`config.mk`:
```
export PLATFORM = sky130hd
export DESIGN_NAME = av2_ivf_demux
export DESIGN_NICKNAME = d
export VERILOG_FILES = /design/src/rtl/av2_ivf_demux.sv
export SDC_FILE = /design/constraint.sdc
export NUM_CORES = 1
export LEC_CHECK = 0
export CORE_ASPECT_RATIO = 0.75
export CORE_MARGIN = 4
export CORE_UTILIZATION = 50
export DETAILED_ROUTE_END_ITERATION = 6
export PLACE_DENSITY_LB_ADDON = 0.3
export REMOVE_ABC_BUFFERS = 1
export SLEW_MARGIN = 20
export SYNTH_ARGS = -nofsm -noshare
export SYNTH_HDL_FRONTEND = slang
export SYNTH_SLANG_ARGS = --single-unit
```
`constraint.sdc`:
```
create_clock -name clk -period 4.9 [get_ports clk]
set_clock_uncertainty 0.2 [all_clocks]
set_input_delay 1.225 -clock clk [delete_from_list [all_inputs] [get_ports clk]]
set_output_delay 1.225 -clock clk [all_outputs]
set_load 0.01 [all_outputs]
```
`src/rtl/av2_ivf_demux.sv`:
```
// IVF container demultiplexer: checks the 32-byte file header, strips 12-byte frame headers
// and packs payload bytes into little-endian beats. Optional timestamp capture: IVF_FRAME_TS_EN.
module av2_ivf_demux #(
  parameter int DATA_WIDTH      = 128,
  parameter int MAX_FRAME_BYTES = 1048576
) (
  input  logic                              clk,
  input  logic                              rst,
  input  logic [7:0]                        in_byte,
  input  logic                              in_valid,
  output logic                              in_ready,
  output logic [DATA_WIDTH-1:0]             out_data,
  output logic                              out_valid,
  input  logic                              out_ready,
  output logic                              out_last,
  output logic [$clog2(DATA_WIDTH/8):0]     out_bytes,
  output logic [31:0]                       ivf_fourcc,
  output logic [15:0]                       ivf_width,
  output logic [15:0]                       ivf_height,
  output logic [31:0]                       frame_size,
  output logic [31:0]                       frame_count,
  output logic [63:0]                       frame_ts,
  output logic                              hdr_error,
  output logic [1:0]                        dbg_state
);

  localparam int BYTES = DATA_WIDTH / 8;
  localparam int CW    = $clog2(BYTES) + 1;
  localparam logic [31:0] MAX_SIZE = 32'(MAX_FRAME_BYTES);

  localparam logic [1:0] ST_FILE_HDR  = 2'd0;
  localparam logic [1:0] ST_FRAME_HDR = 2'd1;
  localparam logic [1:0] ST_PAYLOAD   = 2'd2;
  localparam logic [1:0] ST_ERROR     = 2'd3;

  // Handshakes: a byte moves on in_valid && in_ready; a beat moves on out_valid && out_ready.
  // A presented beat holds out_data/out_last/out_bytes steady until it is taken.

  logic [1:0]            r_state;
  logic [5:0]            r_hdr_cnt;
  logic [31:0]           r_size_acc;
  logic [31:0]           r_remaining;
  logic [CW-1:0]         r_fill_cnt;
  logic [DATA_WIDTH-1:0] r_pack;
  logic [DATA_WIDTH-1:0] r_out_data;
  logic                  r_out_valid;
  logic                  r_out_last;
  logic [CW-1:0]         r_out_bytes;
  logic [31:0]           r_fourcc;
  logic [15:0]           r_width;
  logic [15:0]           r_height;
  logic [31:0]           r_frame_size;
  logic [31:0]           r_frame_count;
  logic                  r_hdr_error;

  logic                  w_in_ready;
  logic                  w_take;
  logic                  w_fh_bad;
  logic [DATA_WIDTH-1:0] w_pack_next;
  logic [CW-1:0]         w_fill_next;
  logic [31:0]           w_rem_next;
  logic                  w_beat_done;

`ifdef IVF_FRAME_TS_EN
  logic [63:0]           r_ts_acc;
  logic [63:0]           r_frame_ts;
  assign frame_ts = r_frame_ts;
`else
  assign frame_ts = '0;
`endif

  always_comb begin
    w_in_ready = 1'b0;
    case (r_state)
      ST_FILE_HDR:  w_in_ready = 1'b1;
      ST_FRAME_HDR: w_in_ready = 1'b1;
      ST_PAYLOAD:   w_in_ready = !r_out_valid;
      default:      w_in_ready = 1'b0;
    endcase
    if (rst) w_in_ready = 1'b0;
  end

  assign w_take = in_valid && w_in_ready;

  // Fixed fields of the file header: "DKIF" signature and header length 32.
  always_comb begin
    w_fh_bad = 1'b0;
    if (w_take && (r_state == ST_FILE_HDR)) begin
      case (r_hdr_cnt)
        6'd0:    w_fh_bad = (in_byte != 8'h44);
        6'd1:    w_fh_bad = (in_byte != 8'h4B);
        6'd2:    w_fh_bad = (in_byte != 8'h49);
        6'd3:    w_fh_bad = (in_byte != 8'h46);
        6'd6:    w_fh_bad = (in_byte != 8'h20);
        6'd7:    w_fh_bad = (in_byte != 8'h00);
        default: w_fh_bad = 1'b0;
      endcase
    end
  end

  always_comb begin
    w_pack_next = r_pack;
    for (int k = 0; k < BYTES; k++) begin
      if (r_fill_cnt == CW'(k)) w_pack_next[8*k +: 8] = in_byte;
    end
    w_fill_next = r_fill_cnt + CW'(1);
    w_rem_next  = r_remaining - 32'd1;
    w_beat_done = (w_fill_next == CW'(BYTES)) || (w_rem_next == 32'd0);
  end

  always_ff @(posedge clk) begin
    if (rst) begin
      r_state       <= ST_FILE_HDR;
      r_hdr_cnt     <= '0;
      r_size_acc    <= '0;
      r_remaining   <= '0;
      r_fill_cnt    <= '0;
      r_pack        <= '0;
      r_out_data    <= '0;
      r_out_valid   <= 1'b0;
      r_out_last    <= 1'b0;
      r_out_bytes   <= '0;
      r_fourcc      <= '0;
      r_width       <= '0;
      r_height      <= '0;
      r_frame_size  <= '0;
      r_frame_count <= '0;
      r_hdr_error   <= 1'b0;
`ifdef IVF_FRAME_TS_EN
      r_ts_acc      <= '0;
      r_frame_ts    <= '0;
`endif
    end else begin
      case (r_state)
        ST_FILE_HDR: begin
          if (w_take) begin
            case (r_hdr_cnt)
              6'd8:    r_fourcc[7:0]   <= in_byte;
              6'd9:    r_fourcc[15:8]  <= in_byte;
              6'd10:   r_fourcc[23:16] <= in_byte;
              6'd11:   r_fourcc[31:24] <= in_byte;
              6'd12:   r_width[7:0]    <= in_byte;
              6'd13:   r_width[15:8]   <= in_byte;
              6'd14:   r_height[7:0]   <= in_byte;
              6'd15:   r_height[15:8]  <= in_byte;
              default: ;
            endcase
            if (w_fh_bad) begin
              r_state     <= ST_ERROR;
              r_hdr_error <= 1'b1;
            end else if (r_hdr_cnt == 6'd31) begin
              r_state   <= ST_FRAME_HDR;
              r_hdr_cnt <= '0;
            end else begin
              r_hdr_cnt <= r_hdr_cnt + 6'd1;
            end
          end
        end

        ST_FRAME_HDR: begin
          if (w_take) begin
            for (int k = 0; k < 4; k++) begin
              if (r_hdr_cnt == 6'(k)) r_size_acc[8*k +: 8] <= in_byte;
            end
`ifdef IVF_FRAME_TS_EN
            for (int k = 0; k < 8; k++) begin
              if (r_hdr_cnt == 6'(k + 4)) r_ts_acc[8*k +: 8] <= in_byte;
            end
`endif
            if (r_hdr_cnt == 6'd11) begin
              // Size bytes 0-3 are already in r_size_acc; byte 11 is the timestamp MSB.
              r_hdr_cnt     <= '0;
              r_frame_size  <= r_size_acc;
              r_frame_count <= r_frame_count + 32'd1;
`ifdef IVF_FRAME_TS_EN
              r_frame_ts    <= {in_byte, r_ts_acc[55:0]};
`endif
              if (r_size_acc > MAX_SIZE) begin
                r_state     <= ST_ERROR;
                r_hdr_error <= 1'b1;
              end else if (r_size_acc != 32'd0) begin
                r_state     <= ST_PAYLOAD;
                r_remaining <= r_size_acc;
                r_fill_cnt  <= '0;
                r_pack      <= '0;
              end
            end else begin
              r_hdr_cnt <= r_hdr_cnt + 6'd1;
            end
          end
        end

        ST_PAYLOAD: begin
          if (r_out_valid) begin
            if (out_ready) begin
              r_out_valid <= 1'b0;
              if (r_out_last) r_state <= ST_FRAME_HDR;
            end
          end else if (w_take) begin
            r_remaining <= w_rem_next;
            if (w_beat_done) begin
              r_out_data  <= w_pack_next;
              r_out_bytes <= w_fill_next;
              r_out_last  <= (w_rem_next == 32'd0);
              r_out_valid <= 1'b1;
              r_fill_cnt  <= '0;
              r_pack      <= '0;
            end else begin
              r_pack     <= w_pack_next;
              r_fill_cnt <= w_fill_next;
            end
          end
        end

        ST_ERROR: begin
          r_out_valid <= 1'b0;
          r_hdr_error <= 1'b1;
        end

        default: begin
          r_state     <= ST_ERROR;
          r_hdr_error <= 1'b1;
          r_out_valid <= 1'b0;
        end
      endcase
    end
  end

  assign in_ready    = w_in_ready;
  assign out_data    = r_out_data;
  assign out_valid   = r_out_valid;
  assign out_last    = r_out_last;
  assign out_bytes   = r_out_bytes;
  assign ivf_fourcc  = r_fourcc;
  assign ivf_width   = r_width;
  assign ivf_height  = r_height;
  assign frame_size  = r_frame_size;
  assign frame_count = r_frame_count;
  assign hdr_error   = r_hdr_error;
  assign dbg_state   = r_state;

endmodule

```
**Run 1: placed cells, one color a class**

Fill, decap, tap and diode cells in gray.
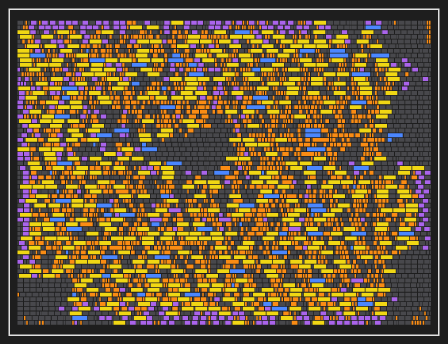
| class | color | cells | share of their area |
|---|---|---|---|
| all other logic | orange | 1,979 | 44% |
| clock drivers and dummy loads | blue | 83 | 6.4% |
| other buffers and delay cells | purple | 323 | 12% |
| flip-flops | yellow | 469 | 37% |

**Run 1: a small window of the routed layout**

Bar = 20 um. Region (37, 22) to (87, 72) um. Cells in gray, sequential cells in the stronger gray; small squares are vias.
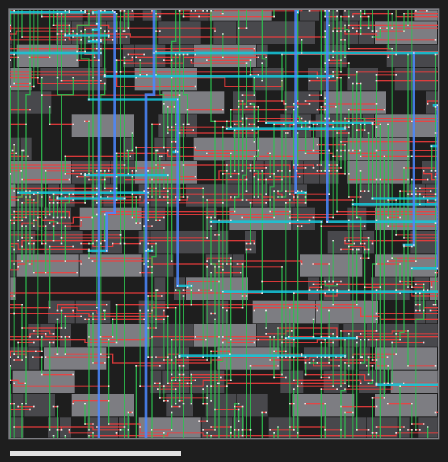
| layer | color |
|---|---|
| met3 | cyan |
| met1 | red |
| met2 | green |
| met4 | blue |
most frequent: nand2_1 (42), dfxtp_1 (35), inv_1 (23)
cells with their middle in the window: 182
netlist names of flops here include: r_pack (24), out_data (11)
sequential cells in the window: 35

**Run 1: placement view**

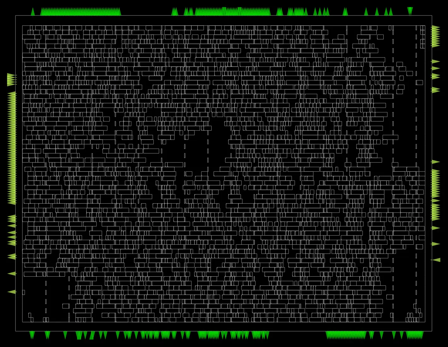
floorplan row count: 65
seq_cells: 469
register share of the cell area: 0.359

**Run 1: routed metal per tile**

Bar = 50 um. 25 x 19 tiles, from black (low) to pale yellow (high), scaled to the fullest tile. Values are wire area over tile area, all layers added.
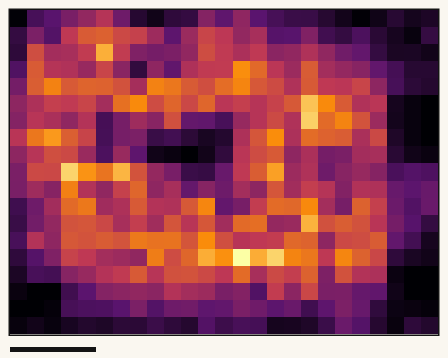
mean over tiles: 0.23
tiles over half the peak: 33%
nearly empty tiles: 3.4%

[run 1: power by group]
group	internal (uW)	leakage (uW)	switching, uW
clock	2280	0.000798	1540
sequential	3840	0.00378	44.3
combinational	392	0.00549	914
[run 1: registers in the layout (all words and copies together), names as in the netlist, 2 cells and up]
name,flops
ivf_height,16
dbg_state,2
ivf_width,16
out_data,128
r_size_acc,32
ivf_fourcc,32
r_fill_cnt,5
r_remaining,32
r_hdr_cnt,6
frame_count,32
frame_size,32
r_pack,128
out_bytes,5
[run 1: tightest hold or removal path, cell delays in order (launching register included)]
cell	delay (ns)
sky130_fd_sc_hd__dfxtp_1	0.31
sky130_fd_sc_hd__nand2_1	0.05
sky130_fd_sc_hd__a21oi_1	0.05
[run 1: per-layer routing]
layer,vias to the layer above,track usage,routed length [um]
met3,142,0.0605,5760
met1,9614,0.375,28400
met4,0,0.0807,2030
met2,779,0.420,29400
li1,9397,-,-
met5,-,0,0
[run 1: stage by stage]
step           setup slack [ns]  setup TNS [ns]  total power (uW)
2_1_floorplan             -6.70         -968.81              4770
3_3_place_gp              0.887               0              5210
3_5_place_dp              0.717               0              5230
4_1_cts                   0.710               0              9030
5_1_grt                   0.426               0              9330
6_report                  0.668               0              9010
[run 1: worst paths after layout]
path	end	startpoint	cells after the start
worst max-delay path	r_pack[31]$_SDFFE_PP0P_	r_remaining[0]$_SDFFE_PP0P_	10
worst min-delay path	frame_size[2]$_SDFFE_PP0P_	frame_size[2]$_SDFFE_PP0P_	2
worst max register to register	r_pack[31]$_SDFFE_PP0P_	r_remaining[0]$_SDFFE_PP0P_	10
worst min register to register	frame_size[2]$_SDFFE_PP0P_	frame_size[2]$_SDFFE_PP0P_	2
==> notes.md, run 1 <==
Flow results.

- The final layout contains 2,849 nets.
- Looking at the clock tree report, the root buffer type is sky130_fd_sc_hd__clkbuf_16.
- In this run the remaining antenna-violating nets after routing total 0.
- The minimum clock period after layout is 4.23 ns.
- The portion of synthesized cell area occupied by the leading cell type is 0.433.
- The required arrival time at the worst endpoint is 5.11 ns.
- In the synthesized netlist, the dominant kind of combinational cell is simple AND/OR/NAND/NOR gates.
- On the critical path the data arrives at 4.45 ns.
- The leakage component of the power was reported as 0.0101 uW.
- 1,873 cells are multi-input combinational gates.
- Static timing analysis puts the maximum clock frequency at 0.236 GHz.
- The timing report gives the biggest stage delay along the critical path as 0.58 ns.
- The post-synthesis instance area is 21,700 um2.
- The total track usage is 0.270.
- The maximum fanout along the worst path is 46.
- The total number of clock tree sinks is 469.
- The dominant kind of cell by area is logic gates.
- The number of global-route vias before repair is 19,100.
- Measured along the x axis, the die boundary spans 248 um.
- The die height is 188 um.
- The average size of a mapped cell is 8.15 um2.
- The yosys warning tally is 0.
- The fraction of synthesized area in multiplexers is 0.0730.
- Summed over all layers, the global routing overflow is 0.
- The post-layout utilization of the core is 0.616.
- 2 antenna diodes ended up in the layout.
- The layout overhead on the synthesized area is 20.6%.
- The die footprint is 46,700 um2.
- The first global-routing pass estimated 103,000 um of wire.
- Looking at the max-slew report, the worst-margin pin has a slew of 1.15 ns.
- For this run, design rule violations remaining after detail routing come to 0.
- The maximum VDD drop is 0.000303 V.
- Of the total synthesized cell area, the portion taken by AND-OR and OR-AND cells is 0.158.
- The number of buffer and inverter stages on the critical path is 2.
- The footprint of the multi-input gates is 10,800 um2.
- The synthesized instance count is 2,657.
- In this run, the synthesized area fraction spent on and/or/nand/nor cells is recorded as 0.234.
- The violation tally recorded at the end of detailed-routing iteration 0 is 1,872.
- Per the cell usage report, the commonest logic cell in the layout is sky130_fd_sc_hd__nand2_1.
- The count of buffers added on input and output ports is 278.
- The flow ran to the end, and the final reports show no timing, DRC or antenna violations.
- The adder and majority gate portion of the synthesized area is 0.00982.
- Buffers added to address setup during post-CTS repair amount to 0.
- The clock tree cell share of total cell area is 0.0626.
- The wire length recorded after detailed routing is 65,700 um.
- The maximum root-to-sink buffer count is 3.
- The signal on the critical path passes through inv_1 -> ha_1 -> or3b_2 -> nor4_2 -> and4_1 -> o211ai_1 -> or4_4 -> buf_4 -> a31oi_2 -> o32ai_1.
- The fraction of cell area in multi-input combinational cells is reported as 0.415.
- Across all stage logs, warnings added up to 36.
- For this run, the leading register cell type out of synthesis is sky130_fd_sc_hd__dfxtp_1.
- According to the dpl log, the detail-placed design has an HPWL of 43,600 um.
- Per the gpl log, the routability congestion estimate is 0.920.
- The launching element type of the critical path is a flip-flop.
- Setup repair after global routing left no endpoint under its margin.
- The TritonCTS clock tree is yes.
- The storage element area is 9390 um2.
- Of the available clock period, the critical path in the final layout requires 0.864.
- The number of ports placed on the die boundary is 343.
- The final layout report lists a non-clock inverter count of 106.
- The non-clock buffer total of the final layout is 323.
- The number of well-tap cells placed is 569.
- The post-cts hold-fix buffer tally is 0.
- The yosys synthesis chip area is 21,700 um2.
- The count of cells in the finished layout, fillers not included, comes to 3,425.
- The portion of the post-synthesis area used by sequential elements is 0.433.
- In this run, the synthesized area fraction spent on xor and xnor cells is recorded as 0.0113.
- The slowest stage of the critical path belongs to the cell sky130_fd_sc_hd__or4_4.
- The number of inserted filler cells in the final layout is 3,652.
- The minimum hold slack is 0.248 ns.
- The floorplan step records an initial core utilization of 0.510.
- The worst pin sits at a relative slew slack of 0.232.
- The tightest min-delay check is of the reg2reg type.
- Max-cap violations in this run came to 0.
- The average vias per placed instance is 5.82.
**Run 1: register map, names as in the netlist**

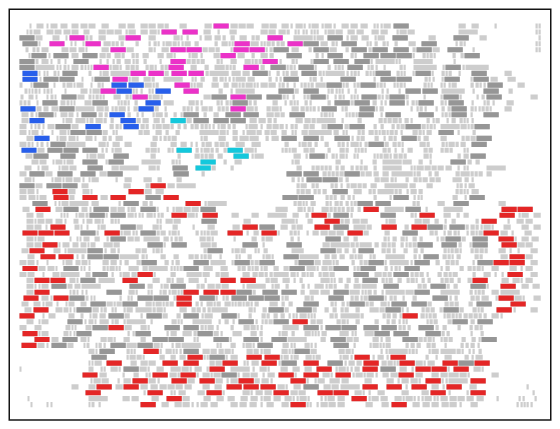

==> inputs of run 2 (changes only) <==
--- a/config.mk
+++ b/config.mk
@@ -9,6 +9,7 @@
 export CORE_MARGIN = 4
 export CORE_UTILIZATION = 50
 export DETAILED_ROUTE_END_ITERATION = 6
+export MAX_ROUTING_LAYER = met4
 export PLACE_DENSITY_LB_ADDON = 0.3
 export REMOVE_ABC_BUFFERS = 1
 export SLEW_MARGIN = 20
**Run 2: register map, names as in the netlist**

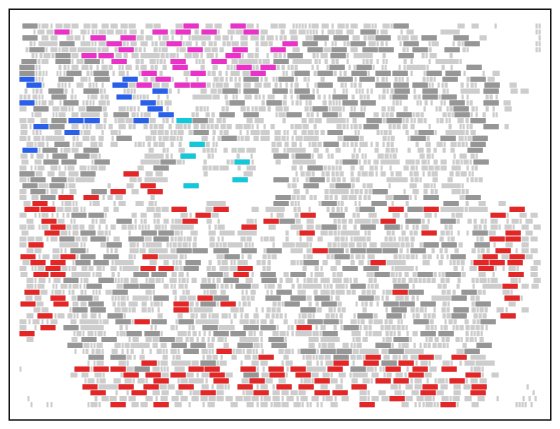
| name in the netlist | color | sequential cells |
|---|---|---|
| out_data | red | 128 |
| ivf_width | blue | 16 |
| r_hdr_cnt | cyan | 6 |
| frame_count | magenta | 32 |
not colored: 287

**Run 2: placed cells, one color a class**

Fill, decap, tap and diode cells in gray.
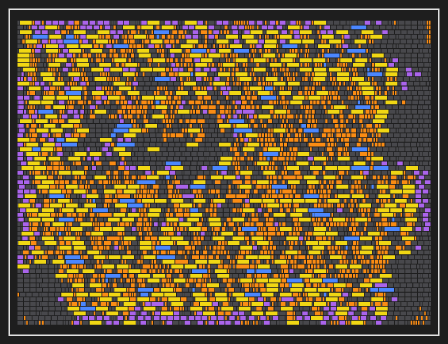
area of the core: 42,500 um2
post-layout utilization of the core: 0.617
register share of the cell area: 0.359
Post-Layout Inst Area: 26,200 um2

==> notes.md, run 2 <==
Flow results.

- The minimum clock period after layout is 4.41 ns (+0.177 ns).
- The worst slew slack as a fraction of its limit is 0.467 (+0.235).
- The post-CTS setup repair buffer count is 0 (unchanged).
- The flip-flop and latch count came to 469 (unchanged).
- The final cell count without fillers came to 3,430 (+0.15%).
- The maximum VDD drop was 0.000294 V (-2.7%).
- The met2 track demand over resource in global routing was 0.426 (+0.00551).
- The worst hold path depth was 2 (unchanged).
- The detailed placement HPWL is 43,700 um (about the same).
- The portion of synthesized cell area occupied by the leading cell type is 0.433 (unchanged).
- For this run, the leading register cell type out of synthesis is sky130_fd_sc_hd__dfxtp_1.
- The non-clock buffer total of the final layout is 324 (+0.31%).
- The average vias per placed instance is 5.85 (+0.52%).
- The dominant kind of cell by area is logic gates.
- The most utilized layer in the global route result is met2.
- The number of cells in the yosys synthesis report is 2,657.
- The synthesized instance count is 2,657 (unchanged).
- The report lists the cells along the critical path as inv_1 -> ha_1 -> or3b_2 -> nor4_2 -> and4_1 -> o211ai_1 -> or4_4 -> nand2_2 -> buf_4 -> o32ai_1.
- The total wire length is 65,800 um (+0.27%).
- The storage element area is 9390 um2 (unchanged).
- The yosys warning tally was 0 (unchanged).
- The worst reg2reg path startpoint is r_remaining[0]$_SDFFE_PP0P_.
- The setup TNS after final layout is 0 ns (unchanged).
- The die footprint came to 46,700 um2 (unchanged).
- The critical path arrival is 4.62 ns (+0.17 ns).
- The total track usage is 0.278 (+0.00794).
- The path class of the lowest-slack min-delay path is reg2reg.
- The total number of clock tree sinks is 469 (unchanged).
- The master cell of the clock root buffer is sky130_fd_sc_hd__clkbuf_16.
- In this run the layout overhead on the synthesized area is reported as 20.9%.
- The largest individual stage delay along the critical path comes from the cell sky130_fd_sc_hd__or4_4.
- The detailed-route DRC error count is 0 (unchanged).
- The yosys synthesis chip area is 21,700 um2 (unchanged).
- The most common cell after layout, fill and taps aside is sky130_fd_sc_hd__nand2_1.
- The warning total across the stage logs is 39 (+8.3%).
- The clock tree cell share of total cell area was 0.0634 (+0.000752).
- The hold path endpoint is hdr_error$_SDFFE_PP0P_.
- The number of nets still failing antenna checks after routing is 0 (unchanged).
- The layout multi-input combinational cell count is 1,873 (unchanged).
- The ratio of final minimum period to clock period came to 0.900 (+0.0362).
- The number of well-tap cells placed is 569 (unchanged).
- The met1 usage in global routing is 0.369 (-0.00644).
- After detailed routing, no signal wire sits above met4.
- The routability congestion estimate from global placement is 0.917 (-0.34%).
- The count of input and output buffers is 278 (unchanged).
- The post-synthesis instance area is 21,700 um2 (unchanged).
- The total met2 wirelength after detailed routing is 29,900 um (+1.5%).
- The reported leakage power is 0.0101 uW (+0.26%).
- The routed design shows a wire length per standard cell of 19.2 um.
- The footprint of the multi-input gates is 10,800 um2 (unchanged).
- The share of cell area taken by multi-input logic gates came to 0.414 (-0.000715).
- The maximum frequency from static timing analysis was 0.227 GHz (-4.0%).
- The required arrival time at the worst endpoint is 5.11 ns (about the same).
- The number of global-route vias before repair came to 19,300 (+0.87%).
- The number of ports placed on the die boundary is 343 (unchanged).
- The number of non-clock inverters came to 106 (unchanged).
- The portion of the post-synthesis area used by sequential elements is 0.433 (unchanged).
- The number of inserted filler cells in the final layout is 3,665 (+0.36%).
- The maximum root-to-sink buffer count is 3 (unchanged).
- The met3 wire length is 5760 um (about the same).
- The worst slack at placement is 0.623 ns (-0.0935 ns).
- Setup repair after global routing left no endpoint under its margin.
- STA classifies the critical path startpoint as a flip-flop.
- The flow ran to the end, and the final reports show no timing, DRC or antenna violations.
- The endpoint of the worst register-to-register path is r_pack[17]$_SDFFE_PP0P_.
- The slew of the pin with the lowest slew margin is 0.799 ns (-0.349 ns).
- TritonCTS built the clock tree.
- The initial core utilization is 0.510 (unchanged).
- The routed metal-1 wirelength came to 28,200 um (-0.87%).
- In this run the most critical hold path is launched from hdr_error$_SDFFE_PP0P_.
- The violation count after the first detailed-routing iteration is 1,906 (+1.8%).
- The number of cells on the worst reg-to-reg path came to 10 (unchanged).
- The number of antenna cells inserted came to 3 (+1).
- The number of max-cap violations is 0 (unchanged).
- The maximum fanout along the worst path is 46 (unchanged).
- The number of buffer and inverter stages on the critical path is 2 (unchanged).
- The average size of a mapped cell is 8.15 um2 (unchanged).
- The aggregate global routing overflow is 0 (unchanged).
- The number of nets in the finished design was 2,851 (+0.070%).
- The post-route worst setup slack was 0.491 ns (-0.177 ns).
- The global-route wire length before repair came to 104,000 um (+0.22%).
- The width of the die is 248 um (unchanged).
- The total power was 9080 uW (+0.75%).
- The number of gates resized after CTS was 0.
- The minimum hold slack is 0.247 ns (-0.00105 ns).
- The highest cell delay on the worst timing path is 0.85 ns (+0.27 ns).
- The post-cts hold-fix buffer tally is 0 (unchanged).
run 2: cell count changes in the layout (fill, tap and decap cells not counted):
cell and delta:
sky130_fd_sc_hd__clkinvlp_4 -1, sky130_fd_sc_hd__inv_6 +3, sky130_fd_sc_hd__clkbuf_1 +3, sky130_fd_sc_hd__buf_12 +1
sky130_fd_sc_hd__diode_2 +1, sky130_fd_sc_hd__bufinv_16 +2, sky130_fd_sc_hd__clkbuf_8 -5, sky130_fd_sc_hd__clkinv_2 +2
sky130_fd_sc_hd__clkinv_4 -1
run 2: report_power, final:
part	total (uW)	internal (uW)	switching (uW)
combinational	1300	390	915
sequential	3890	3840	45.3
clock	3890	2330	1560
run 2: how the worst max path moves through the flow:
stage	start	to	slack [ns]	depth (start not counted)
3_5_place_dp	r_remaining[0]$_SDFFE_PP0P_	r_pack[17]$_SDFFE_PP0P_	0.62	10
4_1_cts	r_remaining[0]$_SDFFE_PP0P_	r_pack[6]$_SDFFE_PP0P_	0.60	10
3_3_place_gp	r_remaining[0]$_SDFFE_PP0P_	r_pack[26]$_SDFFE_PP0P_	0.80	10
5_1_grt	r_remaining[0]$_SDFFE_PP0P_	r_pack[17]$_SDFFE_PP0P_	0.29	10
2_1_floorplan	r_fill_cnt[0]$_SDFFE_PP0P_	out_bytes[1]$_SDFFE_PP0P_	-6.70	7
6_report	r_remaining[0]$_SDFFE_PP0P_	r_pack[17]$_SDFFE_PP0P_	0.49	10
run 2: cell families after synthesis:
family                   count (synthesis)  share of synthesized area
AND/OR/NAND/NOR                       1089                      0.234
AND-OR/OR-AND                          518                      0.158
flip-flops                             469                      0.433
buffers and inverters                  378                     0.0797
multiplexers                           157                     0.0730
XOR/XNOR                                28                     0.0113
adder cells (fa/ha/maj)                 17                    0.00982
other                                    1                   0.000173
**Run 2: routed metal per tile**

Bar = 50 um. 25 x 19 tiles, from black (low) to pale yellow (high), scaled to the fullest tile. Values are wire area over tile area, all layers added.
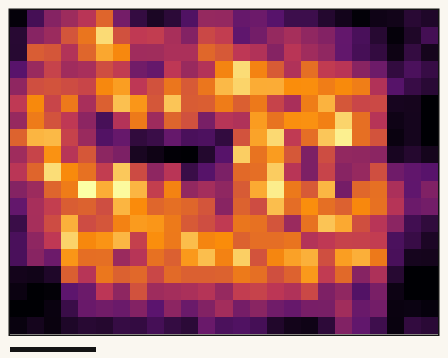

==> inputs of run 3 (changes only) <==
--- a/config.mk
+++ b/config.mk
@@ -10,7 +10,7 @@
 export CORE_UTILIZATION = 50
 export DETAILED_ROUTE_END_ITERATION = 6
 export MAX_ROUTING_LAYER = met4
-export PLACE_DENSITY_LB_ADDON = 0.3
+export PLACE_DENSITY = 0.8
 export REMOVE_ABC_BUFFERS = 1
 export SLEW_MARGIN = 20
 export SYNTH_ARGS = -nofsm -noshare
**Run 3: routed metal per tile**

Bar = 50 um. 25 x 19 tiles, from black (low) to pale yellow (high), scaled to the fullest tile. Values are wire area over tile area, all layers added.
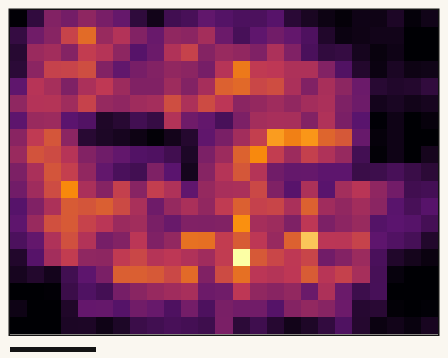
fullest tile: 0.73
tiles over half the peak: 17%
emptiest ninth of the die: north-east
mean over tiles: 0.23

**Run 3: placed cells, one color a class**

Fill, decap, tap and diode cells in gray.
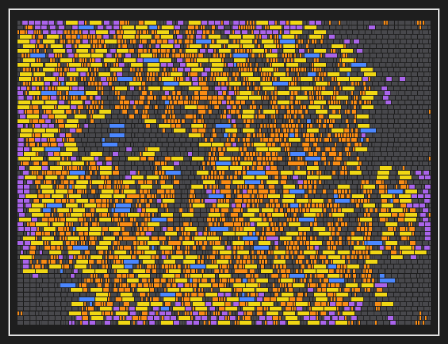
Post-Layout Inst Area: 25,900 um2
register share of the cell area: 0.362
post-layout utilization of the core: 0.610

==> notes.md, run 3 <==
Flow results.

- The flow ran to the end, but the final reports show violations.
- The final reports fail on DRC.
- The TritonCTS clock tree is yes.
- The storage element area is 9390 um2 (unchanged).
- The highest metal layer with signal wires is met4.
- The maximum root-to-sink buffer count was 3 (unchanged).
- The worst slew slack as a fraction of its limit is 0.267 (-0.200).
- The post-route worst setup slack is 0.482 ns (-0.00915 ns).
- The post-synthesis instance area is 21,700 um2 (unchanged).
- The setup TNS after final layout is 0 ns (unchanged).
- The global-route wire length before repair is 104,000 um (about the same).
- The total number of clock tree sinks is 469 (unchanged).
- The routed metal-1 wirelength was 28,300 um (+0.34%).
- The total track usage is 0.277 (-0.00102).
- The count of input and output buffers was 278 (unchanged).
- The routability congestion estimate from global placement is 0.934 (+1.9%).
- The yosys warning tally is 0 (unchanged).
- The later pin in the worst-skew pair is clocked with a latency of 0.57 ns.
- The average wire per standard cell came to 19.2 um (about the same).
- The number of non-clock inverters is 106 (unchanged).
- The share of cell area taken by multi-input logic gates was 0.418 (+0.00415).
- The total power was 8700 uW (-4.2%).
- The met3 wire length came to 5540 um (-3.9%).
- The clock tree cell share of total cell area was 0.0565 (-0.00692).
- The number of resized instances in the post-cts repair step is 0 (unchanged).
- The number of hold violations in the final report is 0.
- The worst setup path is launched from a flip-flop.
- The async set-reset flop share out of synthesis is 0.
- The top flip-flop cell by instance count after synthesis is sky130_fd_sc_hd__dfxtp_1.
- The synthesized instance count is 2,657 (unchanged).
- The dominant kind of cell by area is logic gates.
- The final cell count without fillers is 3,417 (-0.38%).
- The met1 usage in global routing is 0.376 (+0.00711).
- The aggregate global routing overflow is 0 (unchanged).
- The slew of the pin with the lowest slew margin was 1.10 ns (+0.298 ns).
- The warning total across the stage logs is 40 (+2.6%).
- The violation count after the first detailed-routing iteration is 2,025 (+6.2%).
- The width of the die is 248 um (unchanged).
- The average size of a mapped cell is 8.15 um2 (unchanged).
- The number of nets in the finished design is 2,844 (-0.25%).
- The maximum fanout along the worst path is 75 (+63%).
- The layout multi-input combinational cell count is 1,873 (unchanged).
- The number of global-route vias before repair is 19,300 (-0.16%).
- The post-CTS setup repair buffer count is 0 (unchanged).
- The area of the core region is 42,500 um2 (unchanged).
- Setup repair after global routing left no endpoint under its margin.
- The portion of the post-synthesis area used by sequential elements is 0.433 (unchanged).
- The post-cts hold-fix buffer tally is 0 (unchanged).
- STA reports the tightest min-delay check as being of type reg2reg.
- The minimum hold slack is 0.250 ns (+0.00361 ns).
- The detailed placement HPWL is 43,000 um (-1.5%).
- The reported leakage power was 0.00996 uW (-1.4%).
- Among all cell types in the netlist, the one instantiated most often is sky130_fd_sc_hd__nand2_1.
- The total met2 wirelength after detailed routing is 30,000 um (+0.50%).
- The met2 track demand over resource in global routing is 0.424 (-0.00191).
- The number of cells in the yosys synthesis report is 2,657 (unchanged).
- The number of max-cap violations is 0 (unchanged).
- The master cell of the clock root buffer is sky130_fd_sc_hd__clkbuf_16.
- The number of ports placed on the die boundary is 343 (unchanged).
- The worst slack at placement came to 0.379 ns (-0.244 ns).
- Relative to the synthesized area, the layout overhead comes to 19.6%.
- The number of nets still failing antenna checks after routing was 0 (unchanged).
- In this run the most used layer during global routing was met2.
- The maximum VDD drop is 0.000312 V (+5.8%).
- The required arrival time at the worst endpoint was 5.13 ns (+0.02 ns).
- Counting only logic cells after layout, the most numerous master is sky130_fd_sc_hd__nand2_1.
- The footprint of the multi-input gates is 10,800 um2 (about the same).
- The number of well-tap cells placed was 569 (unchanged).
- The initial core utilization came to 0.510 (unchanged).
- The critical path arrival is 4.65 ns (+0.03 ns).
- The non-clock buffer total of the final layout came to 319 (-1.5%).
- The average vias per placed instance is 5.85 (about the same).
- The flip-flop and latch count is 469 (unchanged).
- The yosys synthesis chip area is 21,700 um2 (unchanged).
- The number of inserted filler cells in the final layout is 3,630 (-0.95%).
- The total wire length is 65,600 um (-0.39%).
- The minimum clock period after layout is 4.42 ns (+0.00915 ns).
- The ratio of final minimum period to clock period is 0.902 (+0.00187).
- For reference, the final report shows the max-slew violation count at 0.
- The number of antenna cells inserted is 0 (-3).
- The die footprint is 46,700 um2 (unchanged).
- The type of the worst setup path is reg2reg.
- The portion of synthesized cell area occupied by the leading cell type is 0.433 (unchanged).
- The detailed-route DRC error count is 1 (+1).
- The maximum frequency from static timing analysis was 0.226 GHz (-0.21%).
[run 3: report_power, final]
part	total [uW]	internal (uW)	leakage (uW)	switching, uW
Combinational	1280	388	0.00547	897
Sequential	3890	3840	0.00378	46.0
Clock	3530	1980	0.000705	1550
Total	8700	6210	0.00996	2490
[run 3: cell families (layout without fill, tap and decap cells)]
group,after synthesis,after routing,synth area share
buffers and inverters,378,506,0.0797
adders and majority gates,17,17,0.00982
other,1,64,0.000173
xor gates and xnor gates,28,28,0.0113
and+or+nand+nor,1089,1089,0.234
DFF,469,469,0.433
muxes,157,157,0.0730
AOI/OAI and AO/OA,518,518,0.158
[run 3: final timing paths]
path / start / to / cells past startpoint / slack, ns
setup / recovery: r_remaining[0]$_SDFFE_PP0P_ / r_pack[90]$_SDFFE_PP0P_ / 10 / 0.48
hold / removal: frame_size[13]$_SDFFE_PP0P_ / frame_size[13]$_SDFFE_PP0P_ / 2 / 0.25
setup reg to reg: r_remaining[0]$_SDFFE_PP0P_ / r_pack[90]$_SDFFE_PP0P_ / 10 / 0.48
hold reg to reg: frame_size[13]$_SDFFE_PP0P_ / frame_size[13]$_SDFFE_PP0P_ / 2 / 0.25
[run 3: critical path, stage by stage (launching register included)]
cell and delay [ns]:
sky130_fd_sc_hd__dfxtp_1 0.38, sky130_fd_sc_hd__inv_1 0.15, sky130_fd_sc_hd__ha_1 0.29, sky130_fd_sc_hd__or3b_2 0.54, sky130_fd_sc_hd__nor4_2 0.49, sky130_fd_sc_hd__and4_1 0.28, sky130_fd_sc_hd__o211ai_1 0.16, sky130_fd_sc_hd__or4_4 0.78
sky130_fd_sc_hd__buf_4 0.47, sky130_fd_sc_hd__a31oi_2 0.34, sky130_fd_sc_hd__o32ai_1 0.15
Power figures rest on the tool's default switching activity, not on a simulated workload.
